run_1/port_nets.png
(10 px per um)
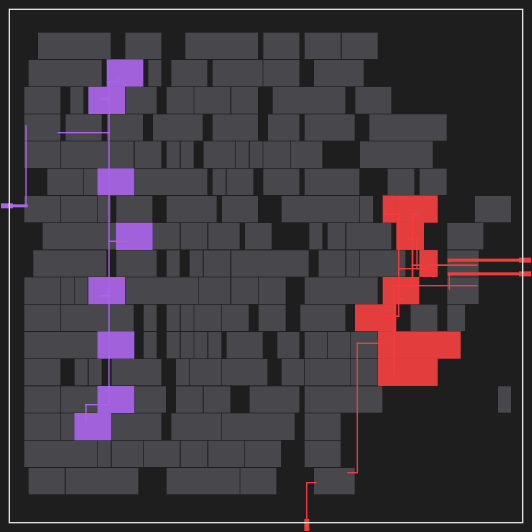
run_1/metal_stack.png
(8 px per um)
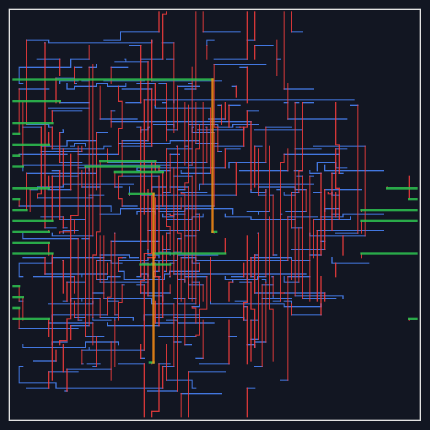
run_1/registers.png
(6 px per um) Other sequential cells in the stronger grey, the rest of the logic in the fainter grey.
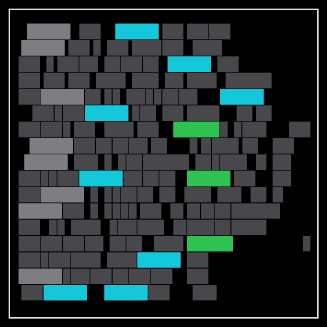
[src/rtl/demux_pkg.sv]
// ---------------------------------------------------------------------------
// demux_pkg
// Shared definitions for the registered 1-to-N demultiplexer:
//   - mode encodings for the target selection (direct S vs. auto-scan)
//   - default channel count / data width
//   - clog2 helper usable in parameter defaults
// ---------------------------------------------------------------------------
package demux_pkg;

    typedef enum logic {
        MODE_DIRECT = 1'b0,
        MODE_SCAN   = 1'b1
    } demux_mode_e;

    localparam logic DEMUX_MODE_DIRECT = MODE_DIRECT;
    localparam logic DEMUX_MODE_SCAN   = MODE_SCAN;

    localparam int DEMUX_N_OUT_DEFAULT  = 8;
    localparam int DEMUX_DATA_W_DEFAULT = 1;

    // Ceiling log2, minimum result 1 so a select bus never collapses to
    // zero width.
    function automatic int clog2(input int value);
        int result;
        result = 0;
        while ((1 << result) < value) begin
            result = result + 1;
        end
        if (result < 1) begin
            result = 1;
        end
        return result;
    endfunction

endpackage

[src/rtl/demux_out_slot.sv]
// ---------------------------------------------------------------------------
// demux_out_slot
// One-entry output register for a single demux channel.
//
// Ports:
//   clk            rising-edge clock
//   rst            synchronous active-high reset (clears data and valid)
//   ld             load d into the slot this cycle
//   drain          consumer ready for this channel; empties a full slot
//                  unless a load happens in the same cycle
//   d              data to load
//   q              held data (kept after drain, not zeroed)
//   valid          slot holds an unconsumed beat
//   ready_for_load slot can take a beat this cycle (empty, or draining)
// ---------------------------------------------------------------------------
module demux_out_slot
    import demux_pkg::*;
#(
    parameter int DATA_W = DEMUX_DATA_W_DEFAULT
) (
    input  logic              clk,
    input  logic              rst,
    input  logic              ld,
    input  logic              drain,
    input  logic [DATA_W-1:0] d,
    output logic [DATA_W-1:0] q,
    output logic              valid,
    output logic              ready_for_load
);

    logic [DATA_W-1:0] q_reg;
    logic              valid_reg;
    logic              valid_next;

    // Load has priority over drain so a full slot can pass one beat per
    // cycle when the consumer is ready.
    always_comb begin
        valid_next = valid_reg;
        if (ld) begin
            valid_next = 1'b1;
        end else if (valid_reg && drain) begin
            valid_next = 1'b0;
        end
    end

    always_ff @(posedge clk) begin
        if (rst) begin
            q_reg     <= '0;
            valid_reg <= 1'b0;
        end else begin
            valid_reg <= valid_next;
            if (ld) begin
                q_reg <= d;
            end
        end
    end

    assign q              = q_reg;
    assign valid          = valid_reg;
    assign ready_for_load = ~valid_reg | drain;

endmodule

[src/rtl/demux_1ton_reg.sv]
// ---------------------------------------------------------------------------
// demux_1ton_reg
// Registered 1-to-N demultiplexer with valid/ready flow control. Each input
// beat goes to one channel, chosen either by S (mode=0) or by an internal
// round-robin scan counter (mode=1). Every channel owns a one-entry output
// register; data appears on O/o_valid one cycle after acceptance.
//
// Ports:
//   clk       rising-edge clock
//   rst       synchronous active-high reset
//   I         input data (DATA_W)
//   S         channel select, used when mode=0 (SEL_W)
//   in_valid  input beat present
//   in_ready  beat can be accepted this cycle (combinational)
//   mode      0 = direct select via S, 1 = auto-scan
//   O         channel k data at O[k*DATA_W +: DATA_W]
//   o_valid   per-channel valid
//   o_ready   per-channel consumer ready
//   cur_sel   channel targeted this cycle (combinational)
//   sel_err   sticky: a beat was accepted with an out-of-range target
// ---------------------------------------------------------------------------
module demux_1ton_reg
    import demux_pkg::*;
#(
    parameter int N_OUT  = DEMUX_N_OUT_DEFAULT,
    parameter int DATA_W = DEMUX_DATA_W_DEFAULT,
    parameter int SEL_W  = clog2(N_OUT)
) (
    input  logic                    clk,
    input  logic                    rst,
    input  logic [DATA_W-1:0]       I,
    input  logic [SEL_W-1:0]        S,
    input  logic                    in_valid,
    output logic                    in_ready,
    input  logic                    mode,
    output logic [N_OUT*DATA_W-1:0] O,
    output logic [N_OUT-1:0]        o_valid,
    input  logic [N_OUT-1:0]        o_ready,
    output logic [SEL_W-1:0]        cur_sel,
    output logic                    sel_err
);

    // One extra bit so N_OUT itself is representable for the range check.
    localparam logic [SEL_W:0]   N_OUT_EXT = (SEL_W + 1)'(N_OUT);
    localparam logic [SEL_W-1:0] LAST_SEL  = SEL_W'(N_OUT - 1);

    logic [SEL_W-1:0] scan_cnt_reg;
    logic [SEL_W-1:0] scan_cnt_next;
    logic             sel_err_reg;
    logic             sel_err_next;
    logic [SEL_W-1:0] tgt;
    logic             tgt_ok;
    logic             acc;
    logic [N_OUT-1:0] tgt_hit;
    logic [N_OUT-1:0] slot_ld;
    logic [N_OUT-1:0] slot_rdy;

    // Target is combinational so a mode change steers the very beat that
    // is presented in the same cycle; beats already held are never moved.
    assign tgt     = (mode == DEMUX_MODE_SCAN) ? scan_cnt_reg : S;
    assign cur_sel = tgt;

    // Only S can fall outside [0, N_OUT-1] (non power-of-two N_OUT); the
    // scan counter wraps explicitly at LAST_SEL.
    assign tgt_ok = ({1'b0, tgt} < N_OUT_EXT);

    // Out-of-range beats are swallowed (ready=1) so the producer never
    // stalls on a bad select; sel_err records that it happened.
    assign in_ready = ~tgt_ok | (|(tgt_hit & slot_rdy));
    assign acc      = in_valid & in_ready;

    genvar gi;
    generate
        for (gi = 0; gi < N_OUT; gi = gi + 1) begin : g_slot
            assign tgt_hit[gi] = (tgt == SEL_W'(gi));
            assign slot_ld[gi] = acc & tgt_ok & tgt_hit[gi];

            demux_out_slot #(
                .DATA_W(DATA_W)
            ) u_slot (
                .clk           (clk),
                .rst           (rst),
                .ld            (slot_ld[gi]),
                .drain         (o_ready[gi]),
                .d             (I),
                .q             (O[gi*DATA_W +: DATA_W]),
                .valid         (o_valid[gi]),
                .ready_for_load(slot_rdy[gi])
            );
        end
    endgenerate

    // Scan counter advances only on accepted beats in scan mode; it keeps
    // its position across mode changes.
    always_comb begin
        scan_cnt_next = scan_cnt_reg;
        if (acc && (mode == DEMUX_MODE_SCAN)) begin
            if (scan_cnt_reg == LAST_SEL) begin
                scan_cnt_next = '0;
            end else begin
                scan_cnt_next = scan_cnt_reg + 1'b1;
            end
        end
    end

    always_comb begin
        sel_err_next = sel_err_reg;
        if (acc && !tgt_ok) begin
            sel_err_next = 1'b1;
        end
    end

    always_ff @(posedge clk) begin
        if (rst) begin
            scan_cnt_reg <= '0;
            sel_err_reg  <= 1'b0;
        end else begin
            scan_cnt_reg <= scan_cnt_next;
            sel_err_reg  <= sel_err_next;
        end
    end

    assign sel_err = sel_err_reg;

endmodule

[config.mk]
export PLATFORM = sky130hd
export DESIGN_NAME = demux_1ton_reg
export DESIGN_NICKNAME = d
export VERILOG_FILES = /design/src/rtl/demux_pkg.sv /design/src/rtl/demux_out_slot.sv /design/src/rtl/demux_1ton_reg.sv
export SDC_FILE = /design/constraint.sdc
export NUM_CORES = 1
export LEC_CHECK = 0
export CORE_MARGIN = 1
export CORE_UTILIZATION = 44
export CTS_CLUSTER_SIZE = 40
export DETAILED_ROUTE_END_ITERATION = 7
export HOLD_SLACK_MARGIN = 0.06
export MAX_ROUTING_LAYER = met4
export PLACE_DENSITY = 0.88
export SLEW_MARGIN = 25
export SYNTH_ARGS = -nofsm -noshare
export SYNTH_HDL_FRONTEND = slang
export SYNTH_HIERARCHICAL = 1
export SYNTH_SLANG_ARGS = --single-unit
[constraint.sdc]
create_clock -name clk -period 2.23 [get_ports clk]
set_clock_uncertainty 0.1 [all_clocks]
set_input_delay 0.446 -clock clk [delete_from_list [all_inputs] [get_ports clk]]
set_output_delay 0.446 -clock clk [all_outputs]
set_load 0.005 [all_outputs]
==> impl_metrics.csv, run 1 <==
group,metric,value,unit
sta,finalMaxSlewViolations,0,
synth,top_cells_by_area,"dfxtp_1 (36%), mux2i_1 (13%), nand2b_4 (10%), a21oi_2 (6.6%), nor2_1 (6.3%)",
final_layout,antenna_cells,0,
worst_setup_path,crit_path_top_delay_cell,"mux2i_4",
floorplanning,tap_cells,28,
sta,setup_tns,0,ns
clocking,cts_post_setup_buffers_inserted,0,
synth,ys_cells,105,
final_layout,buffers,53,
pwr,power.share.combinational,0.242,
clocking,tritoncts,"done",
final_layout,inverters,11,
clocking,ctsHoldBuffers,0,
worst_setup_path,reg2reg_slack,0.12,ns
clocking,cts_inserted_buffers,3,
final_layout,nNetsFinal,179,
synth,top_cell_area_share,0.357,
worst_setup_path,worstSetupEndpoint,"in_ready",
synth,syn_avg_cell_area,10.1,um2
pwr,power_leader,"sequential cells",
grt,antenna_found_initial,0,
pwr,switching_share,0.267,
route,firstDrtPassIters,4,
pwr,p_per_area,435,nW/um2
synth,synth_cell_types,23,
sta,finalCriticalPeriod,2.22,ns
sta,period_used_share,0.994,
pwr,clock_power,0.181,mW
worst_setup_path,worstPathArrival,1.67,ns
grt,grt_util_met2,0.406,
route,post-route-drc-count,0,
synth,ys_sh_mux,0.188,
sta,setup_violations,0,
synth,yosys.area_share.simple,0.222,
pwr,switchingPower,0.190,mW
clocking,post_cts_resized,20,
final_layout,buffer_area_frac,0.294,
floorplanning,row_count,17,
grt,grt.busiest_layer,"met2",
grt,grt_overflow_total,0,
worst_setup_path,r2r.worst_path.cells,8,
grt,grt_usage,0.236,
synth,yosys.area.top_type,"dfxtp_1",
worst_setup_path,crit_path_start_kind,"input pin",
synth,ys_async_sr_fraction,0,
final_layout,fillers,166,
floorplanning,core_region_area,2250,um2
synth,synth_top_cell_by_count,"dfxtp_1",
final_layout,logic_gates,73,
final_layout,layout_top_cell,"clkdlybuf4s50_1",
clocking,cts.path.max_buffers,2,
worst_setup_path,crit_path_start,"S[1]",
floorplanning,dieArea,2620,um2
worst_setup_path,cp_top_family,"multiplexers",
run,warnings,27,
place,port-buffer-count,35,
floorplanning,num_io_pins,37,
place,dp_cells,184,
sta,hold-worst-slack,0.410,ns
worst_setup_path,critical_path_class,"input pin to primary output",
sta,fin_ws,0.0132,ns
clocking,path_clk_slew,0.11,ns
route,route.met3.wl,138,um
route,wl_met1,1100,um
final_layout,comb_area_frac,0.408,
clocking,root_buffer,"clkbuf_4",
final_layout,fin_area,1630,um2
synth,synth-edff-count,0,
pwr,leakagePower,0.638,nW
pwr,clockPowerShare,0.255,
synth,xor_share,0,
synth,synth_nets,123,
final_layout,final_cells,188,
worst_hold_path,hp-start,"g_slot[6].u_slot/valid",
grt,grt_pass1_vias,965,
final_layout,clkbuf_count,4,
synth,top_logic_kind,"simple AND/OR/NAND/NOR gates",
worst_hold_path,worstHoldPathType,"register to register",
worst_hold_path,min_to,"g_slot[6].u_slot/valid",
sta,hold_viol,0,
final_layout,seqCellArea,383,um2
route,dr_wl_met2,1330,um
synth,flop_cell,"dfxtp_1",
synth,ys.flops,19,
grt,grt_first_pass_wirelength,4420,um
worst_setup_path,cp_slowest_stage_delay,0.28,ns
worst_hold_path,min_path_cells,2,
route,viasPerCell,5.06,
pwr,pwr-share-seq,0.503,
clocking,clkLatencyLatePin,0.31,ns
worst_setup_path,worstPathMaxFanout,5,
route,post_drt_wl_per_cell,13.9,um
pwr,ir_drop,0.470,mV
synth,fa_ha_area_frac,0.0235,
worst_setup_path,crit_chain,"clkdlybuf4s15_2 > mux2i_4 > mux2i_1 > o22ai_2 > or2_4 > buf_6",
clocking,h-tree-depth,1,
clocking,clkSinkCount,19,
final_layout,lay_top_cells,"clkdlybuf4s50_1 (30), nor2_1 (18), buf_4 (18)",
final_layout,flops,19,
synth,aoi_share,0.149,
grt,grt_use_met1,0.275,
place,place_congestion,0.829,
final_layout,largest_cell_class,"combinational gates",
place,dpl.hpwl,1920,um
final_layout,syn_to_final_growth,53.2,%
worst_setup_path,cp.depth,6,
outcome,status,"finished clean",
worst_setup_path,r2r-end,"g_slot[7].u_slot/q",
worst_setup_path,worstPathBufferInverterCount,2,
synth,yosysChipArea,1060,um2
grt,grtUsageMet3,0.0357,
run,maxCapViolCount,0,
floorplanning,die_w,51.2,um
pwr,finalPower,0.710,mW
final_layout,logic_area,666,um2
sta,rsz0062_at_grt,"yes",
final_layout,clkCellAreaFrac,0.0161,
Notes on port_nets.png above:
[red] S | direction: input | edge: 2 right, 1 bottom | end cells: 8 | buffers: 3 | wire: 87.8 um
[purple] I | direction: input | edge: left | end cells: 8 | buffers: 1 | wire: 55.4 um

Notes on metal_stack.png above:
[blue] met1 | wire length: 1100 um
[orange] met4 | wire length: 40.1 um
[green] met3 | wire length: 138 um
[red] met2 | wire length: 1330 um
WL final: 2610 um
vias: 951

Notes on registers.png above:
[cyan] g_slot.u_slot/valid | placed flops: 8
[green] scan_cnt_reg | placed flops: 3
not coloured: 8
Seq/total area: 0.235
final core area utilization: 0.724

==> run 1 -> run 2 <==
--- a/config.mk
+++ b/config.mk
@@ -7,9 +7,8 @@
 export LEC_CHECK = 0
 export CORE_MARGIN = 1
 export CORE_UTILIZATION = 44
-export CTS_CLUSTER_SIZE = 40
 export DETAILED_ROUTE_END_ITERATION = 7
-export HOLD_SLACK_MARGIN = 0.06
+export HOLD_SLACK_MARGIN = 0.12
 export MAX_ROUTING_LAYER = met4
 export PLACE_DENSITY = 0.88
 export SLEW_MARGIN = 25
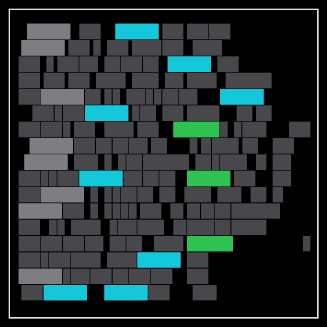
run_2/registers.png
(6 px per um) Other sequential cells in the stronger grey, the rest of the logic in the fainter grey.
[cyan] g_slot.u_slot/valid | placed flops: 8
[green] scan_cnt_reg | placed flops: 3
not coloured: 8

==> run 2 against run 1 <==
Cell area unchanged. Synthesized area stayed put. Sequential share of layout area stayed put. Wire length stayed put. Critical path type unchanged. Largest cell class unchanged.
==> impl_metrics.csv, run 2 <==
group,metric,value,unit
floorplanning,core_region_area,2250,um2
synth,xor_share,0,
route,drt_wl_total,2610,um
clocking,cts_inserted_buffers,3,
worst_hold_path,worstHoldPathType,"register to register",
route,ant_nets,0,
pwr,clock_power,0.181,mW
route,vias,951,
worst_hold_path,hp-start,"g_slot[6].u_slot/valid",
grt,antenna_found_initial,0,
final_layout,lay_top_cells,"clkdlybuf4s50_1 (30), nor2_1 (18), buf_4 (18)",
grt,grt_util_met2,0.406,
sta,hold_viol,0,
pwr,p_seq,0.357,mW
pwr,power_leader,"sequential cells",
sta,fin_ws,0.0132,ns
synth,synth_area,1060,um2
worst_setup_path,timing.rr.start,"scan_cnt_reg[1]",
grt,grt_use_met1,0.275,
final_layout,logic_gates,73,
worst_setup_path,cp.depth,6,
synth,synth_nets,123,
place,post_dp_cell_area,1570,um2
route,viasPerCell,5.06,
final_layout,clkCellAreaFrac,0.0161,
clocking,path_clk_slew,0.11,ns
route,route.met3.wl,138,um
clocking,ctsHoldBuffers,0,
synth,aoi_share,0.149,
pwr,powerComb,0.172,mW
worst_setup_path,crit_path_start,"S[1]",
place,port-buffer-count,35,
synth,yosys_warnings,6,
floorplanning,num_io_pins,37,
synth,flop_cell,"dfxtp_1",
floorplanning,die_y,51.2,um
place,dpl.hpwl,1920,um
route,drt_iter0_drc,11,
final_layout,seq-cell-share,0.235,
clocking,root_buffer,"clkbuf_4",
worst_setup_path,worstSetupEndpoint,"in_ready",
floorplanning,tap_cells,28,
pwr,switchingPower,0.190,mW
final_layout,logic_area,666,um2
outcome,status,"finished clean",
grt,grtUsageMet3,0.0357,
worst_hold_path,min_to,"g_slot[6].u_slot/valid",
route,post-route-drc-count,0,
final_layout,syn_to_final_growth,53.2,%
route,post_drt_wl_per_cell,13.9,um
final_layout,comb_area_frac,0.408,
clocking,h-tree-depth,1,
worst_setup_path,worstPathMaxFanout,5,
place,dp_cells,184,
pwr,power.share.combinational,0.242,
synth,ys_sh_mux,0.188,
final_layout,fillers,166,
pwr,p_per_area,435,nW/um2
sta,period_used_share,0.994,
synth,top_logic_kind,"simple AND/OR/NAND/NOR gates",
pwr,intPower,0.520,mW
final_layout,antenna_cells,0,
final_layout,final_cells,188,
final_layout,flops,19,
sta,setup_violations,0,
clocking,cts_post_setup_buffers_inserted,0,
pwr,ir_drop,0.470,mV
floorplanning,die_w,51.2,um
final_layout,seqCellArea,383,um2
final_layout,final_core_utilization,0.724,
synth,fa_ha_area_frac,0.0235,
worst_setup_path,r2r-end,"g_slot[7].u_slot/q",
final_layout,inverters,11,
final_layout,buffer_area_frac,0.294,
worst_setup_path,worstPathArrival,1.67,ns
grt,grt_usage,0.236,
worst_setup_path,cp_top_family,"multiplexers",
floorplanning,dieArea,2620,um2
final_layout,largest_cell_class,"combinational gates",
worst_hold_path,min_path_cells,2,
worst_setup_path,r2r.worst_path.cells,8,
worst_setup_path,cp_slowest_stage_delay,0.28,ns
grt,grt_first_pass_wirelength,4420,um
sta,rsz0062_at_grt,"yes",
route,dr_wl_met2,1330,um
worst_setup_path,reg2reg_slack,0.12,ns
clocking,cts.path.max_buffers,2,
synth,synth_top_cell_by_count,"dfxtp_1",
place,place_congestion,0.829,
worst_setup_path,worstPathBufferInverterCount,2,
final_layout,buffers,53,
pwr,clockPowerShare,0.255,
grt,grt_overflow_total,0,
pwr,pwr-share-seq,0.503,
place,pre_cts_ws,-0.840,ns
final_layout,clkbuf_count,4,
pwr,finalPower,0.710,mW
route,wl_met1,1100,um
clocking,post_cts_resized,20,
synth,ys.flops,19,
final_layout,nNetsFinal,179,
synth,yosys.area.top_type,"dfxtp_1",
synth,ys_async_sr_fraction,0,
synth,synth-edff-count,0,
synth,top_cell_area_share,0.357,
synth,yosysChipArea,1060,um2
sta,finalMaxSlewViolations,0,
grt,grt.busiest_layer,"met2",
run,maxCapViolCount,0,
synth,top_cells_by_area,"dfxtp_1 (36%), mux2i_1 (13%), nand2b_4 (10%), a21oi_2 (6.6%), nor2_1 (6.3%)",
run,warnings,27,
final_layout,fin_area,1630,um2
synth,syn_avg_cell_area,10.1,um2
worst_setup_path,crit_path_start_kind,"input pin",
pwr,leakagePower,0.638,nW
clocking,tritoncts,"done",
sta,hold-worst-slack,0.410,ns
grt,grt_pass1_vias,965,
synth,yosys.area_share.simple,0.222,
worst_setup_path,crit_path_top_delay_cell,"mux2i_4",
final_layout,drive_gt1_frac,0.350,
clocking,clkLatencyLatePin,0.31,ns
route,firstDrtPassIters,4,
sta,finalCriticalPeriod,2.22,ns
final_layout,layout_top_cell,"clkdlybuf4s50_1",
floorplanning,row_count,17,
pwr,switching_share,0.267,
synth,synth_cell_types,23,
synth,ys_cells,105,
worst_setup_path,critPathCaptureType,"primary output",
clocking,clkSinkCount,19,
worst_setup_path,crit_chain,"clkdlybuf4s15_2 > mux2i_4 > mux2i_1 > o22ai_2 > or2_4 > buf_6",
synth,synthCells,105,
sta,setup_tns,0,ns
worst_setup_path,cp.required,1.68,ns
worst_setup_path,critical_path_class,"input pin to primary output",
==> run 2 -> run 3 <==
--- a/config.mk
+++ b/config.mk
@@ -16,3 +16,4 @@
 export SYNTH_HDL_FRONTEND = slang
 export SYNTH_HIERARCHICAL = 1
 export SYNTH_SLANG_ARGS = --single-unit
+export TNS_END_PERCENT = 100
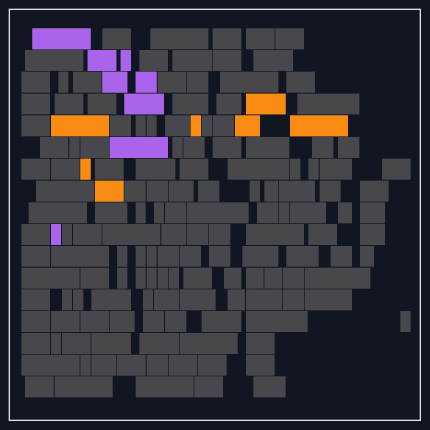
run_3/hierarchy.png
(8 px per um) Other cells in grey.
[purple] g_slot[7].u_slot | cells: 8 | where: upper left
[orange] g_slot[6].u_slot | cells: 7
not coloured: 145
die area: 2620 um2
Layout Cells excl Fill: 188

==> run 3 against run 2 <==
Power is the same. Worst hold slack unchanged. Largest cell class unchanged. Via count unchanged. Worst setup slack stayed put. Wire length did not move. Critical endpoint unchanged. Cell area stayed put. Critical path depth is the same. Global-route usage is the same. Die size unchanged. Sequential share of layout area did not move.
==> impl_metrics.csv, run 3 <==
group,metric,value,unit
final_layout,comb_area_frac,0.408,
pwr,powerComb,0.172,mW
synth,ys_sh_mux,0.188,
sta,setup_tns,0,ns
worst_setup_path,crit_chain,"clkdlybuf4s15_2 > mux2i_4 > mux2i_1 > o22ai_2 > or2_4 > buf_6",
route,drt_iter0_drc,11,
pwr,switching_share,0.267,
worst_setup_path,cp.required,1.68,ns
synth,synthTopCellsByCount,"dfxtp_1 (19), nor2_1 (18), mux2i_1 (14)",
pwr,ir_drop,0.470,mV
final_layout,syn_to_final_growth,53.2,%
clocking,cts_post_setup_buffers_inserted,0,
route,post_drt_wl_per_cell,13.9,um
sta,finalMaxSlewViolations,0,
clocking,root_buffer,"clkbuf_4",
synth,ys_cells,105,
worst_hold_path,min_path_cells,2,
pwr,p_seq,0.357,mW
sta,finalCriticalPeriod,2.22,ns
place,dpl.hpwl,1920,um
synth,ys_async_sr_fraction,0,
synth,flop_cell,"dfxtp_1",
final_layout,clkCellAreaFrac,0.0161,
clocking,h-tree-depth,1,
clocking,clkLatencyLatePin,0.31,ns
synth,yosysChipArea,1060,um2
worst_setup_path,r2r-end,"g_slot[7].u_slot/q",
pwr,power_leader,"sequential cells",
worst_setup_path,worstPathArrival,1.67,ns
synth,fa_ha_area_frac,0.0235,
synth,yosys.area_share.simple,0.222,
run,maxCapViolCount,0,
synth,aoi_share,0.149,
final_layout,fillers,166,
final_layout,buffers,53,
synth,yosys_warnings,6,
final_layout,logic_gates,73,
run,warnings,27,
synth,synth_nets,123,
grt,grt_first_pass_wirelength,4420,um
final_layout,nNetsFinal,179,
route,viasPerCell,5.06,
synth,synth_cell_types,23,
clocking,clkSinkCount,19,
pwr,leakagePower,0.638,nW
final_layout,largest_cell_class,"combinational gates",
final_layout,seqCellArea,383,um2
pwr,p_per_area,435,nW/um2
outcome,status,"finished clean",
worst_setup_path,critical_path_class,"input pin to primary output",
worst_setup_path,crit_path_start_kind,"input pin",
place,port-buffer-count,35,
final_layout,flops,19,
synth,synth_area,1060,um2
clocking,post_cts_resized,20,
worst_setup_path,cp_slowest_stage_delay,0.28,ns
grt,grt_use_met1,0.275,
worst_hold_path,worstHoldPathType,"register to register",
grt,grt_usage,0.236,
route,post-route-drc-count,0,
synth,yosys.area.top_type,"dfxtp_1",
clocking,path_clk_slew,0.11,ns
sta,hold-worst-slack,0.410,ns
grt,grt_util_met2,0.406,
worst_setup_path,worstSetupEndpoint,"in_ready",
pwr,pwr-share-seq,0.503,
grt,grt.busiest_layer,"met2",
clocking,cts_inserted_buffers,3,
route,ant_nets,0,
floorplanning,die_y,51.2,um
worst_hold_path,min_to,"g_slot[6].u_slot/valid",
pwr,intPower,0.520,mW
synth,synth_top_cell_by_count,"dfxtp_1",
grt,grt_pass1_vias,965,
worst_setup_path,crit_path_top_delay_cell,"mux2i_4",
final_layout,final_core_utilization,0.724,
worst_setup_path,critPathCaptureType,"primary output",
grt,grtUsageMet3,0.0357,
final_layout,clkbuf_count,4,
sta,fin_ws,0.0132,ns
synth,top_logic_kind,"simple AND/OR/NAND/NOR gates",
worst_setup_path,reg2reg_slack,0.12,ns
floorplanning,core_region_area,2250,um2
synth,xor_share,0,
final_layout,lay_top_cells,"clkdlybuf4s50_1 (30), nor2_1 (18), buf_4 (18)",
route,route.met3.wl,138,um
final_layout,drive_gt1_frac,0.350,
final_layout,fin_area,1630,um2
final_layout,buffer_area_frac,0.294,
worst_setup_path,worstPathMaxFanout,5,
pwr,finalPower,0.710,mW
place,post_dp_cell_area,1570,um2
sta,rsz0062_at_grt,"yes",
place,pre_cts_ws,-0.840,ns
synth,ys.flops,19,
synth,synthCells,105,
worst_setup_path,cp_top_family,"multiplexers",
floorplanning,tap_cells,28,
pwr,power.share.combinational,0.242,
clocking,tritoncts,"done",
place,place_congestion,0.829,
floorplanning,die_w,51.2,um
synth,top_cells_by_area,"dfxtp_1 (36%), mux2i_1 (13%), nand2b_4 (10%), a21oi_2 (6.6%), nor2_1 (6.3%)",
synth,top_cell_area_share,0.357,
floorplanning,num_io_pins,37,
worst_setup_path,timing.rr.start,"scan_cnt_reg[1]",
floorplanning,row_count,17,
worst_setup_path,cp.depth,6,
route,vias,951,
grt,grt_overflow_total,0,
final_layout,logic_area,666,um2
pwr,clock_power,0.181,mW
route,firstDrtPassIters,4,
worst_setup_path,r2r.worst_path.cells,8,
synth,synth-edff-count,0,
place,dp_cells,184,
synth,syn_avg_cell_area,10.1,um2
final_layout,layout_top_cell,"clkdlybuf4s50_1",
sta,hold_viol,0,
pwr,clockPowerShare,0.255,
route,dr_wl_met2,1330,um
worst_hold_path,hp-start,"g_slot[6].u_slot/valid",
route,wl_met1,1100,um
sta,setup_violations,0,
final_layout,seq-cell-share,0.235,
route,drt_wl_total,2610,um
sta,period_used_share,0.994,
clocking,cts.path.max_buffers,2,
Power is estimated from default activity; no workload was simulated.
